==> config.mk <==
export PLATFORM = sky130hd
export DESIGN_NAME = sfx_scheduler
export DESIGN_NICKNAME = d
export VERILOG_FILES = /design/src/rtl/sfx_pkg.sv /design/src/rtl/sfx_tone_gen.sv /design/src/rtl/sfx_scheduler.sv
export SDC_FILE = /design/constraint.sdc
export NUM_CORES = 1
export LEC_CHECK = 0
export CORE_MARGIN = 5
export CORE_UTILIZATION = 46
export DETAILED_ROUTE_END_ITERATION = 10
export PLACE_DENSITY = 0.82
export SYNTH_ARGS = -nofsm -noshare
export SYNTH_HDL_FRONTEND = slang
export SYNTH_SLANG_ARGS = --single-unit
==> constraint.sdc <==
create_clock -name CLOCK_50 -period 3.3 [get_ports CLOCK_50]
set_input_delay 0.33 -clock CLOCK_50 [delete_from_list [all_inputs] [get_ports CLOCK_50]]
set_output_delay 0.33 -clock CLOCK_50 [all_outputs]
set_load 0.05 [all_outputs]
Figure 1. Signal wires on met4.
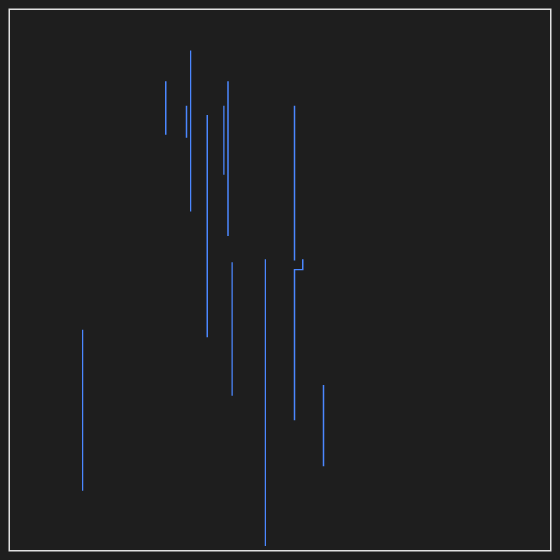
nets with wire on the layer: 11
share of all routed wire: 2.3%
main direction: vertical
Routed WL: 16.03 mm
DR vias: 5623

Figure 2. Clock wiring as the flow saved it.
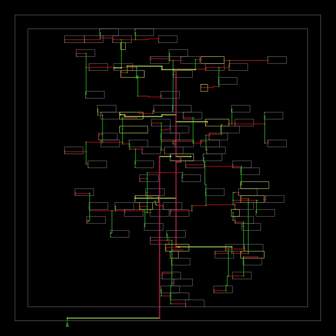
TritonCTS Sinks: 82
CTS Buf Count: 9
Clock net power: 1100 uW

==> results.json <==
{
  "top_cells_by_area": "dfxtp_1 (30%), buf_4 (8.3%), ha_1 (5.7%)",
  "ff_type": "dfxtp_1",
  "syn_avg_cell_area_sq_um": 7.626,
  "cts_buffer_depth": 2,
  "slowest_delay_ns": 0.69,
  "synthDistinctLibCells": 61,
  "required_ns": 3.59,
  "clkSlewWorstSetupHoldPaths_ns": 0.06,
  "nWellTaps": 147,
  "clkCellAreaFrac_pct": 4.432,
  "final_hold_viol_count": 0,
  "cts_root_buffer": "clkbuf_16",
  "hold_depth": 2,
  "rsz0062_at_grt": "no",
  "fin_crit_ns": 2.687,
  "sh_comb_area_pct": 43.14,
  "fp_util_pct": 46.42,
  "cts_setup_buffers": 0,
  "layout-drive-gt1-share_pct": 5.288,
  "yosysCellCount": 725,
  "drt_iter0_markers": 365,
  "synth-seq-cells": 82,
  "period_used_pct": 81.42,
  "fin_skew_ns": 0.009513,
  "ys_sh_mux_pct": 0,
  "post_cts_resized": 0,
  "n_clock_buffer": 10,
  "seqAreaFraction_pct": 22.13,
  "n_all_buffers": 199,
  "port_buffers": 181,
  "crit_path_end_kind": "flop",
  "die_w_um": 119.6,
  "combGateArea_sq_um": 3203,
  "hold-worst-slack_ns": 0.3595,
  "flop_area_sq_um": 1643,
  "grt_use_total_pct": 21.73,
  "n_fill_cell": 1030,
  "crit_fanout": 29,
  "gp_congestion": 0.9981,
  "path_class": "reg2reg",
  "layout.nets": 995,
  "synthArstFlopShare_pct": 0,
  "r2r_cells": 8,
  "ys_chip_area_sq_um": 5529,
  "io_pins": 196,
  "drc_errors": 0,
  "ys_seq_share_pct": 29.69,
  "p_per_area_nw_per_um2": 458.9,
  "startpoint_type": "flop",
  "aoi_share_pct": 22.86,
  "worst_pin_slew_ns": 0.8735,
  "drtPass1Iterations": 5,
  "setup_tns_ns": 0,
  "largest_class": "combinational gates",
  "ys.warnings.count": 0,
  "status": "complete, no violations",
  "worstSkewPairLatency_ns": 0.34,
  "yosys.area.top_type_share_pct": 29.69,
  "design_area_sq_um": 7425,
  "cp_cell_sequence": "nor3_1 -> ha_1 -> a221oi_1 -> inv_1 -> a31oi_2 -> nand2_1 -> nor4_1 -> o21a_1",
  "grt_use_met1_pct": 26.59,
  "met3_usage_pct": 6.786,
  "top_area_cell": "dfxtp_1",
  "max_cap_viol_count": 0,
  "overflow": 0,
  "flop-count": 82,
  "dp_hpwl_mm": 12.88,
  "grt_pass1_wl_mm": 25.42,
  "setup_viol": 0,
  "final_antenna_net_count": 0,
  "inv_count": 33,
  "logic_gates": 521,
  "hold_class": "in2reg",
  "busiest_layer": "met2",
  "wl_per_cell_um": 16.06,
  "chip_area_sq_um": 14310,
  "crit_arrival_ns": 2.97,
  "cts-hold-fix-buffers": 0,
  "slew-limit-headroom_pct": 41.37,
  "timing.fmax_mhz": 372.2,
  "grt_max_degree": 35,
  "ys_sh_simple_pct": 23.17,
  "synth-edff-count": 0,
  "buf_share_pct": 26.15,
  "syn_to_final_growth_pct": 34.28,
  "rows": 40,
  "htree_num_levels": 3,
  "top_cell": "dfxtp_1",
  "warnings": 28,
  "core_area_sq_um": 11910,
  "top_logic_kind": "simple AND/OR/NAND/NOR gates",
  "slew_violations": 0,
  "syn_inst": 725,
  "common_cells": "dfxtp_1 (82), nor2_1 (76), nand2_1 (69), buf_4 (61)",
  "first_global_vias": 5132,
  "cts_tree": "built",
  "die_h_um": 119.6,
  "place_area_sq_um": 7096,
  "use_met2_pct": 36.19,
  "antenna_found_initial": 0,
  "leakage_uw": 0.002776,
  "r2r_setup_slack_ns": 0.61,
  "synth_area_sq_um": 5529,
  "avgViaCountPerCell": 5.634,
  "synth_adder_area_share_pct": 5.657,
  "critPathSlowestCell": "nor4_1",
  "vdd_drop_max_mv": 0.2528,
  "yosys.area_share.xor_xnor_pct": 5.069,
  "diodes": 0
}
==> through the flow <==
step           power [uW]  setup WS, ns  std cells  util, %
5_1_grt              3590        0.4510        998    62.33
2_1_floorplan        1920        0.3296        738        -
3_3_place_gp         2296        0.6216        982    59.57
6_report             3407        0.6132        998    62.33
4_1_cts              3411        0.6542        998    62.33
3_5_place_dp         2309        0.6079        982    59.57
==> critical path: cells and delay by family, from the launching register on <==
family | cells | cell delay, ns
AND-OR/OR-AND | 3 | 0.75
adder cells (fa/ha/maj) | 1 | 0.21
buffers and inverters | 1 | 0.10
flip-flops | 1 | 0.63
AND/OR/NAND/NOR | 3 | 0.92
==> placed cells by master, fill, tap and decap left out, drive strengths merged, types with 4 or more instances in the layout <==
| master | count |
|---|---|
| nor3b | 6 |
| a22oi | 15 |
| a31o | 4 |
| o21ai | 35 |
| xor2 | 19 |
| a31oi | 11 |
| clkinv | 4 |
| clkbuf | 10 |
| ha | 25 |
| a22o | 5 |
| nand4 | 10 |
| conb | 14 |
| nand2b | 7 |
| nor2 | 76 |
| a211oi | 30 |
| dfxtp | 82 |
| nor4 | 11 |
| o41ai | 4 |
| o21a | 8 |
| xnor2 | 13 |
| nor2b | 10 |
| buf | 19 |
| o22ai | 4 |
| nand3 | 17 |
| a21o | 4 |
| clkdlybuf4s50 | 180 |
| a21oi | 34 |
| and3 | 12 |
| a221oi | 10 |
| nor3 | 24 |
| nand2 | 69 |
| inv | 32 |
==> power breakdown <==
group	switching, uW	leakage [uW]	total (uW)	internal, uW
Combinational	668	0.00195	1150	478
Clock	414	0.000159	1100	684
Sequential	74.5	0.000672	1160	1090
==> layer usage <==
metal / up-vias / part of all wire (%)
met5: - / 0
met4: 0 / 2.3
met3: 28 / 11
met2: 286 / 46
met1: 2531 / 41
li1: 2778 / -
Power and IR drop assume default switching activity.
